<file path="src/rtl/tl_mem_a_arbiter.sv">
// TileLink-UL A/D channel arbiter sharing one memory port between CORES L1 masters.
// Define TL_ARB_FIXED_PRIO_EN for fixed priority (lowest index wins) instead of round-robin.
module tl_mem_a_arbiter #(
   parameter int CORES     = 4,
   parameter int ADDR_W    = 64,
   parameter int DATA_W    = 64,
   parameter int SRC_W     = 2,
   parameter int MAX_OUTST = 4
) (
   input  logic                               clk_i,
   input  logic                               rst_ni,
   input  logic [CORES*3-1:0]                 up_a_opcode_i,
   input  logic [CORES*3-1:0]                 up_a_param_i,
   input  logic [CORES*3-1:0]                 up_a_size_i,
   input  logic [CORES*SRC_W-1:0]             up_a_source_i,
   input  logic [CORES*ADDR_W-1:0]            up_a_address_i,
   input  logic [CORES*(DATA_W/8)-1:0]        up_a_mask_i,
   input  logic [CORES*DATA_W-1:0]            up_a_data_i,
   input  logic [CORES-1:0]                   up_a_valid_i,
   output logic [CORES-1:0]                   up_a_ready_o,
   output logic [2:0]                         up_d_opcode_o,
   output logic [1:0]                         up_d_param_o,
   output logic [2:0]                         up_d_size_o,
   output logic [1:0]                         up_d_sink_o,
   output logic                               up_d_denied_o,
   output logic [DATA_W-1:0]                  up_d_data_o,
   output logic                               up_d_corrupt_o,
   output logic [SRC_W-1:0]                   up_d_source_o,
   output logic [CORES-1:0]                   up_d_valid_o,
   input  logic [CORES-1:0]                   up_d_ready_i,
   output logic [2:0]                         mem_a_opcode_o,
   output logic [2:0]                         mem_a_param_o,
   output logic [2:0]                         mem_a_size_o,
   output logic [ADDR_W-1:0]                  mem_a_address_o,
   output logic [DATA_W/8-1:0]                mem_a_mask_o,
   output logic [DATA_W-1:0]                  mem_a_data_o,
   output logic [SRC_W+$clog2(CORES)-1:0]     mem_a_source_o,
   output logic                               mem_a_valid_o,
   input  logic                               mem_a_ready_i,
   input  logic [2:0]                         mem_d_opcode_i,
   input  logic [1:0]                         mem_d_param_i,
   input  logic [2:0]                         mem_d_size_i,
   input  logic [SRC_W+$clog2(CORES)-1:0]     mem_d_source_i,
   input  logic [1:0]                         mem_d_sink_i,
   input  logic                               mem_d_denied_i,
   input  logic [DATA_W-1:0]                  mem_d_data_i,
   input  logic                               mem_d_corrupt_i,
   input  logic                               mem_d_valid_i,
   output logic                               mem_d_ready_o,
   output logic                               route_err_o
);

   localparam int IDX_W = $clog2(CORES);
   localparam int SW    = SRC_W + IDX_W;
   localparam int MW    = DATA_W / 8;

   logic             lock_vld;
   logic [IDX_W-1:0] lock_idx;
   logic [3:0]       outst [CORES];
   logic             route_err;

   logic [CORES-1:0] elig;
   logic [CORES-1:0] a_inc;
   logic [CORES-1:0] d_dec;
   logic [IDX_W-1:0] sel;
   logic             sel_vld;
   logic             a_hs;
   logic [IDX_W-1:0] d_idx;
   logic             d_ok;
   logic             d_hs;
   logic             d_zero;
   int               scan_base;

`ifdef TL_ARB_FIXED_PRIO_EN
   assign scan_base = 0;
`else
   logic [IDX_W-1:0] rr_ptr;
   assign scan_base = int'(rr_ptr);
`endif

   always_comb begin
      for (int c = 0; c < CORES; c++) begin
         elig[c] = up_a_valid_i[c] && (outst[c] < 4'(MAX_OUTST));
      end
   end

   // A held request keeps its grant until it handshakes
   always_comb begin
      sel     = '0;
      sel_vld = 1'b0;
      if (lock_vld) begin
         sel     = lock_idx;
         sel_vld = 1'b1;
      end else begin
         for (int i = 0; i < CORES; i++) begin
            if (!sel_vld && elig[(scan_base + i) % CORES]) begin
               sel     = IDX_W'((scan_base + i) % CORES);
               sel_vld = 1'b1;
            end
         end
      end
   end

   assign a_hs            = sel_vld && mem_a_ready_i;
   assign mem_a_valid_o   = sel_vld;
   assign mem_a_opcode_o  = up_a_opcode_i[int'(sel)*3 +: 3];
   assign mem_a_param_o   = up_a_param_i[int'(sel)*3 +: 3];
   assign mem_a_size_o    = up_a_size_i[int'(sel)*3 +: 3];
   assign mem_a_address_o = up_a_address_i[int'(sel)*ADDR_W +: ADDR_W];
   assign mem_a_mask_o    = up_a_mask_i[int'(sel)*MW +: MW];
   assign mem_a_data_o    = up_a_data_i[int'(sel)*DATA_W +: DATA_W];
   assign mem_a_source_o  = {sel, up_a_source_i[int'(sel)*SRC_W +: SRC_W]};

   always_comb begin
      up_a_ready_o = '0;
      if (a_hs) begin
         up_a_ready_o[sel] = 1'b1;
      end
   end

   assign d_idx  = mem_d_source_i[SW-1:SRC_W];
   assign d_ok   = int'(d_idx) < CORES;
   assign d_zero = outst[d_idx] == 4'd0;

   assign mem_d_ready_o = d_ok ? up_d_ready_i[d_idx] : 1'b1;
   assign d_hs          = mem_d_valid_i && mem_d_ready_o;

   always_comb begin
      for (int c = 0; c < CORES; c++) begin
         up_d_valid_o[c] = mem_d_valid_i && d_ok && (d_idx == IDX_W'(c));
      end
   end

   assign up_d_opcode_o  = mem_d_opcode_i;
   assign up_d_param_o   = mem_d_param_i;
   assign up_d_size_o    = mem_d_size_i;
   assign up_d_sink_o    = mem_d_sink_i;
   assign up_d_denied_o  = mem_d_denied_i;
   assign up_d_data_o    = mem_d_data_i;
   assign up_d_corrupt_o = mem_d_corrupt_i;
   assign up_d_source_o  = mem_d_source_i[SRC_W-1:0];
   assign route_err_o    = route_err;

   // Decrements on an empty counter are suppressed and flagged instead
   always_comb begin
      for (int c = 0; c < CORES; c++) begin
         a_inc[c] = a_hs && (sel == IDX_W'(c));
         d_dec[c] = d_hs && d_ok && (d_idx == IDX_W'(c)) && (outst[c] != 4'd0);
      end
   end

   always_ff @(posedge clk_i or negedge rst_ni) begin
      if (!rst_ni) begin
         lock_vld  <= 1'b0;
         lock_idx  <= '0;
         route_err <= 1'b0;
`ifndef TL_ARB_FIXED_PRIO_EN
         rr_ptr    <= '0;
`endif
         for (int c = 0; c < CORES; c++) begin
            outst[c] <= 4'd0;
         end
      end else begin
         if (a_hs) begin
            lock_vld <= 1'b0;
`ifndef TL_ARB_FIXED_PRIO_EN
            rr_ptr   <= (sel == IDX_W'(CORES - 1)) ? '0 : sel + 1'b1;
`endif
         end else if (sel_vld) begin
            lock_vld <= 1'b1;
            lock_idx <= sel;
         end
         if (d_hs && (!d_ok || d_zero)) begin
            route_err <= 1'b1;
         end
         for (int c = 0; c < CORES; c++) begin
            if (a_inc[c] && !d_dec[c] && outst[c] < 4'(MAX_OUTST)) begin
               outst[c] <= outst[c] + 4'd1;
            end else if (d_dec[c] && !a_inc[c]) begin
               outst[c] <= outst[c] - 4'd1;
            end
         end
      end
   end

endmodule
</file>
<file path="config.mk">
export PLATFORM = sky130hd
export DESIGN_NAME = tl_mem_a_arbiter
export DESIGN_NICKNAME = d
export VERILOG_FILES = /design/src/rtl/tl_mem_a_arbiter.sv
export SDC_FILE = /design/constraint.sdc
export NUM_CORES = 1
export LEC_CHECK = 0
export CAP_MARGIN = 25
export CORE_AREA = 2 2 357 359
export CTS_CLUSTER_SIZE = 30
export DETAILED_ROUTE_END_ITERATION = 7
export DIE_AREA = 0 0 359 361
export GPL_TIMING_DRIVEN = 0
export HOLD_SLACK_MARGIN = 0.15
export PLACE_DENSITY_LB_ADDON = 0.3
export SETUP_SLACK_MARGIN = 0.3
export SLEW_MARGIN = 20
export SYNTH_ARGS = -nofsm -noshare
export SYNTH_HDL_FRONTEND = slang
export SYNTH_SLANG_ARGS = --single-unit
</file>
<file path="constraint.sdc">
create_clock -name clk_i -period 7.7 [get_ports clk_i]
set_input_delay 1.54 -clock clk_i [delete_from_list [all_inputs] [get_ports clk_i]]
set_output_delay 1.54 -clock clk_i [all_outputs]
set_load 0.05 [all_outputs]
</file>
==> summary.txt <==
Results of an implementation run.

The flow ran to the end, and the final reports show no timing, DRC or antenna violations. The combinational power is 8760 µW. The worst supply voltage drop on vdd is 310 µV. The clock network takes up 0.495% of total cell area after layout.

The cell sequence reported for the critical path is clkdlybuf4s50_1 > or4b_2 > a21oi_1 > o41a_1 > buf_2 > clkbuf_2 > clkbuf_1 > a21oi_1 > clkdlybuf4s50_1. The register-to-register setup slack is 3.30 ns. Per the OpenROAD power report, leakage power amounts to 0.00639 µW. The cts-stage hold buffer count is 0. The synthesized netlist occupies a cell area of 7330 µm². Combinational logic burns 95.9% of the power. The number of unique standard cell types used by synthesis is 55. The count of buffering cells on the critical path with inverters included is 5. The part of the Yosys area used for sequential elements is 7.51%. Summing internal, switching and leakage power gives 9140 µW. The number of synthesized register bits is 22. The internal power of the cells totals 3230 µW. Counting tap cells, the placed design contains a total of 3416 instances. The horizontal die size is 359 µm. The startpoint of the tightest hold check path is route_err_o$_DFFE_PN0P_. Among logic cells in the layout, the one with the most instances is sky130_fd_sc_hd__clkdlybuf4s50_1. The class of the most critical setup path is in2out. The final setup violation count is 0. The routed wire length on met2 is 36.6 mm. The number of clock sinks seen by CTS is 22. The worst-case hold slack is 0.471 ns. Per the STA report, the cell with the highest stage delay on the worst path is sky130_fd_sc_hd__clkdlybuf4s50_1. The analysis attributes to net switching a power of 5900 µW. OpenROAD emitted warnings numbering 27. The chip area estimate from yosys synthesis is 7330 µm². The utilization of the core after routing is 14.3%.

The capture point of the critical path was reported as mem_a_data_o[18]. The minimum period implied by the final worst setup slack is 7.24 ns. The clock latency reported for the late side of the worst-skew pair is 0.26 ns. Relative to the synthesized area, the layout overhead comes to 145%.

The post-place setup slack is -0.198 ns. For the final database, setup skew stands at 0.00645 ns. The slew at the pin with the worst max-slew slack is 0.977 ns.

The clock-pin slew on the worst setup and hold paths is 0.07 ns. The wire-length estimate of the detail-placed layout is 66.7 mm. The power in sequential cells is 243 µW. Across the run, the number of max-cap violations was 0. The adder-cell share of the synthesized area is 2.63%.

The power share of the sequential group is 2.7%. In the Yosys report the total cell count is 926. The layout summary lists the proportion of cells stronger than drive strength 1 as 14.7%.

The maximum fanout encountered on the critical timing path is 11. The kind of cell with the highest combined delay on the critical path is buffers and inverters. The floorplan has 130 rows. The share of the synthesized netlist area taken by xor and xnor gates is 0.956%. The core footprint is 125000 µm². The final net count is 2464. The combinational gate area is 5570 µm². The maximum number of pins on one net before global-route repair is 23.

The power per unit of standard cell area is 509 nW/µm². The endpoint of the worst hold path is reported as route_err_o$_DFFE_PN0P_. Per the layout area report, the combinational fraction of cell area is 31.0%.

The number of flip-flops in the largest register is 16. Ranked by flip-flop count, first place goes to outst. By area, the class that comes first in the final layout consists of buffers.

The leading cell type by number of instances after synthesis is sky130_fd_sc_hd__nor2_1. The number of diodes added for antenna fixing is 6. CTS reports a maximum clock tree buffer depth of 2.

The largest stage delay on the critical path is 0.79 ns. The count of non-CTS inverters in the layout is 7. Buffers added to address setup during post-CTS repair amount to 0. The main flop type is sky130_fd_sc_hd__dfrtp_1. Ranking logic cells in the layout by count gives the top entries sky130_fd_sc_hd__clkdlybuf4s50_1 (821), sky130_fd_sc_hd__a21oi_1 (159), sky130_fd_sc_hd__nor2_1 (159), sky130_fd_sc_hd__mux2i_1 (147), sky130_fd_sc_hd__mux2_2 (107).

The total iterations of the first detailed-routing run is 4. As logged by OpenROAD, the buffers inserted on ports number 837. The non-clock buffer area fraction after layout is 53.7%. The number of cell instances on the worst register-to-register path is 16. Endpoints failing hold in the final report were tallied at 0. Switching power as a fraction of the total was reported as 64.6%. The via count normalized by instance count is 3.03.

The number of multi-input combinational cells in the layout is 743. The first global-routing pass estimated 96.0 mm of wire. The finished cells cover 18000 µm². The final weighted congestion of routability-driven global placement is 0.837. The final instance count without filler cells is 3426.

Per the layout area report, the sequential fraction of cell area is 3.07%. The count of yosys warnings during synthesis is 0. The clock buffer count in the final layout is 4. The mean instance size in the synthesized netlist is 7.92 µm². The DRC marker count from the first detailed-route iteration is 452. Per the detailed placement report, the placed cell area equals 17800 µm². The initial antenna violation count was 22. The total negative setup slack is 0 ns. The area used by sequential logic in the layout is 551 µm².

For reference, the top cells by count after synthesis are sky130_fd_sc_hd__nor2_1 (160), sky130_fd_sc_hd__a21oi_1 (159), sky130_fd_sc_hd__mux2i_1 (148). Based on the critical path, the design can be clocked at up to 138 MHz. Setup repair after global routing could not meet its margin everywhere. The H-tree depth is 1. The worst max-slew margin expressed relative to the limit is 34.7%. TritonCTS created 3 clock buffers. The class of the tightest hold or removal check is reg2reg. The layout buffer count excluding clock buffers is 994.
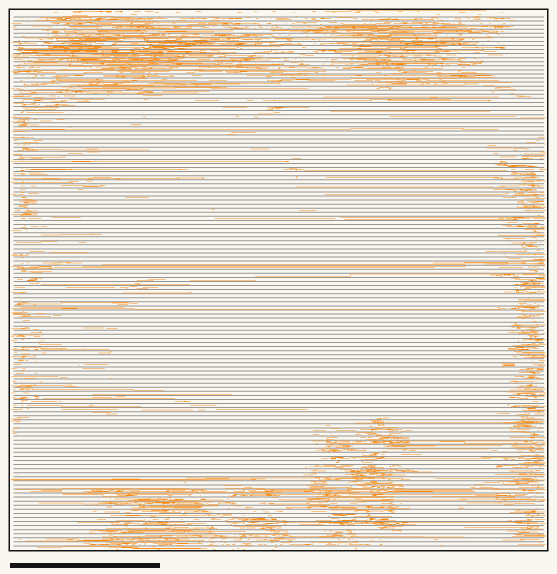
Fig. 1. Met1 routing.
The bar under the picture is 100 µm long. Supply wires on this layer in grey.
longest straight run	256 µm
nets with wire on the layer	2191
main direction	horizontal
Total Routed Length: 75.2 mm
number of vias in the routed layout: 10.4k
M1 GR Usage: 12.8%

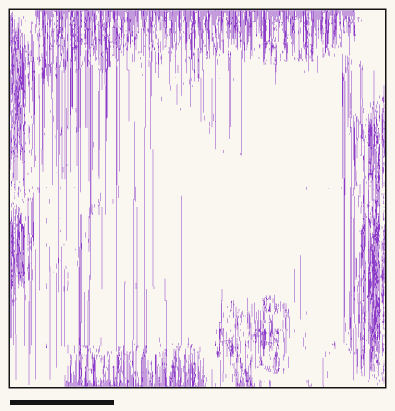
Fig. 2. M2 wires.
The bar under the picture is 100 µm long.
share of all routed wire	49%
wire length on this layer	36.6 mm
GR Util met2: 19.1%

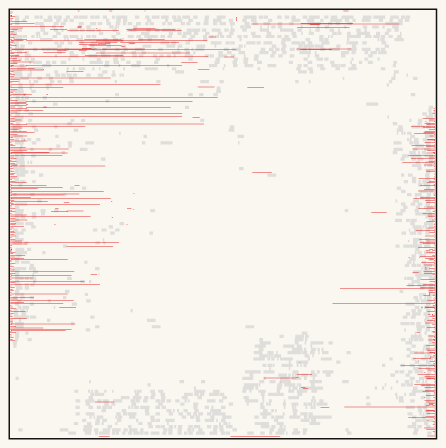
Fig. 3. Metal 3.
Cells faint in the background.
longest straight run	189 µm
main direction	horizontal
met3 GRT Util: 3.85%

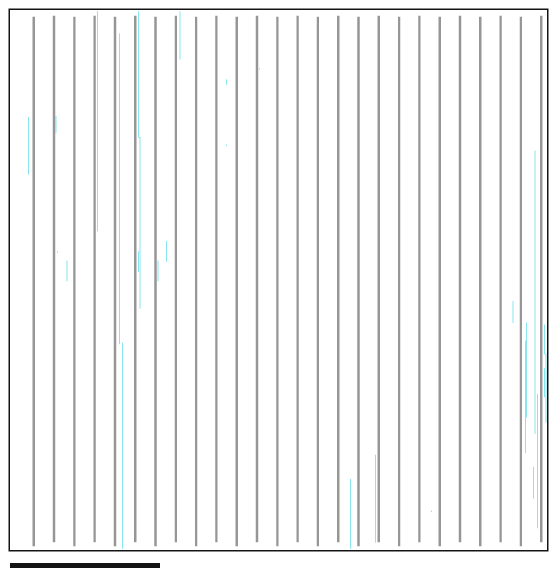
Fig. 4. M4 wires.
The bar under the picture is 100 µm long. Supply wires on this layer in grey.
share of all routed wire	2.0%
nets with wire on the layer	26
longest straight run	207 µm
main direction	vertical
wire length on this layer	1470 µm

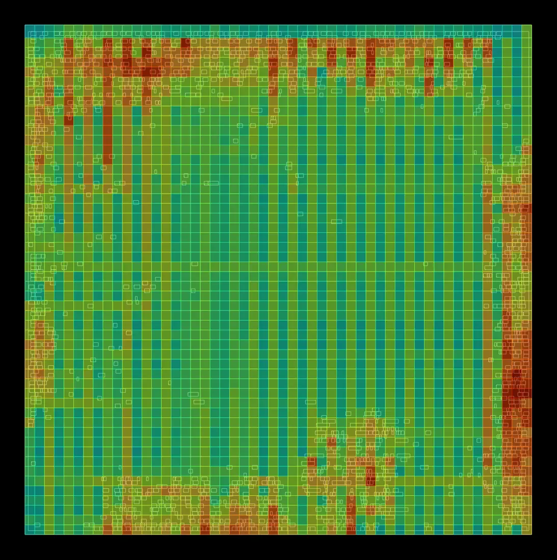
Fig. 5. Routing congestion map.
WL/cell: 22.0 µm
combined global-route utilization of all metal layers: 10.9%
most heavily used metal layer in global routing: met2

Power and IR drop assume default switching activity.
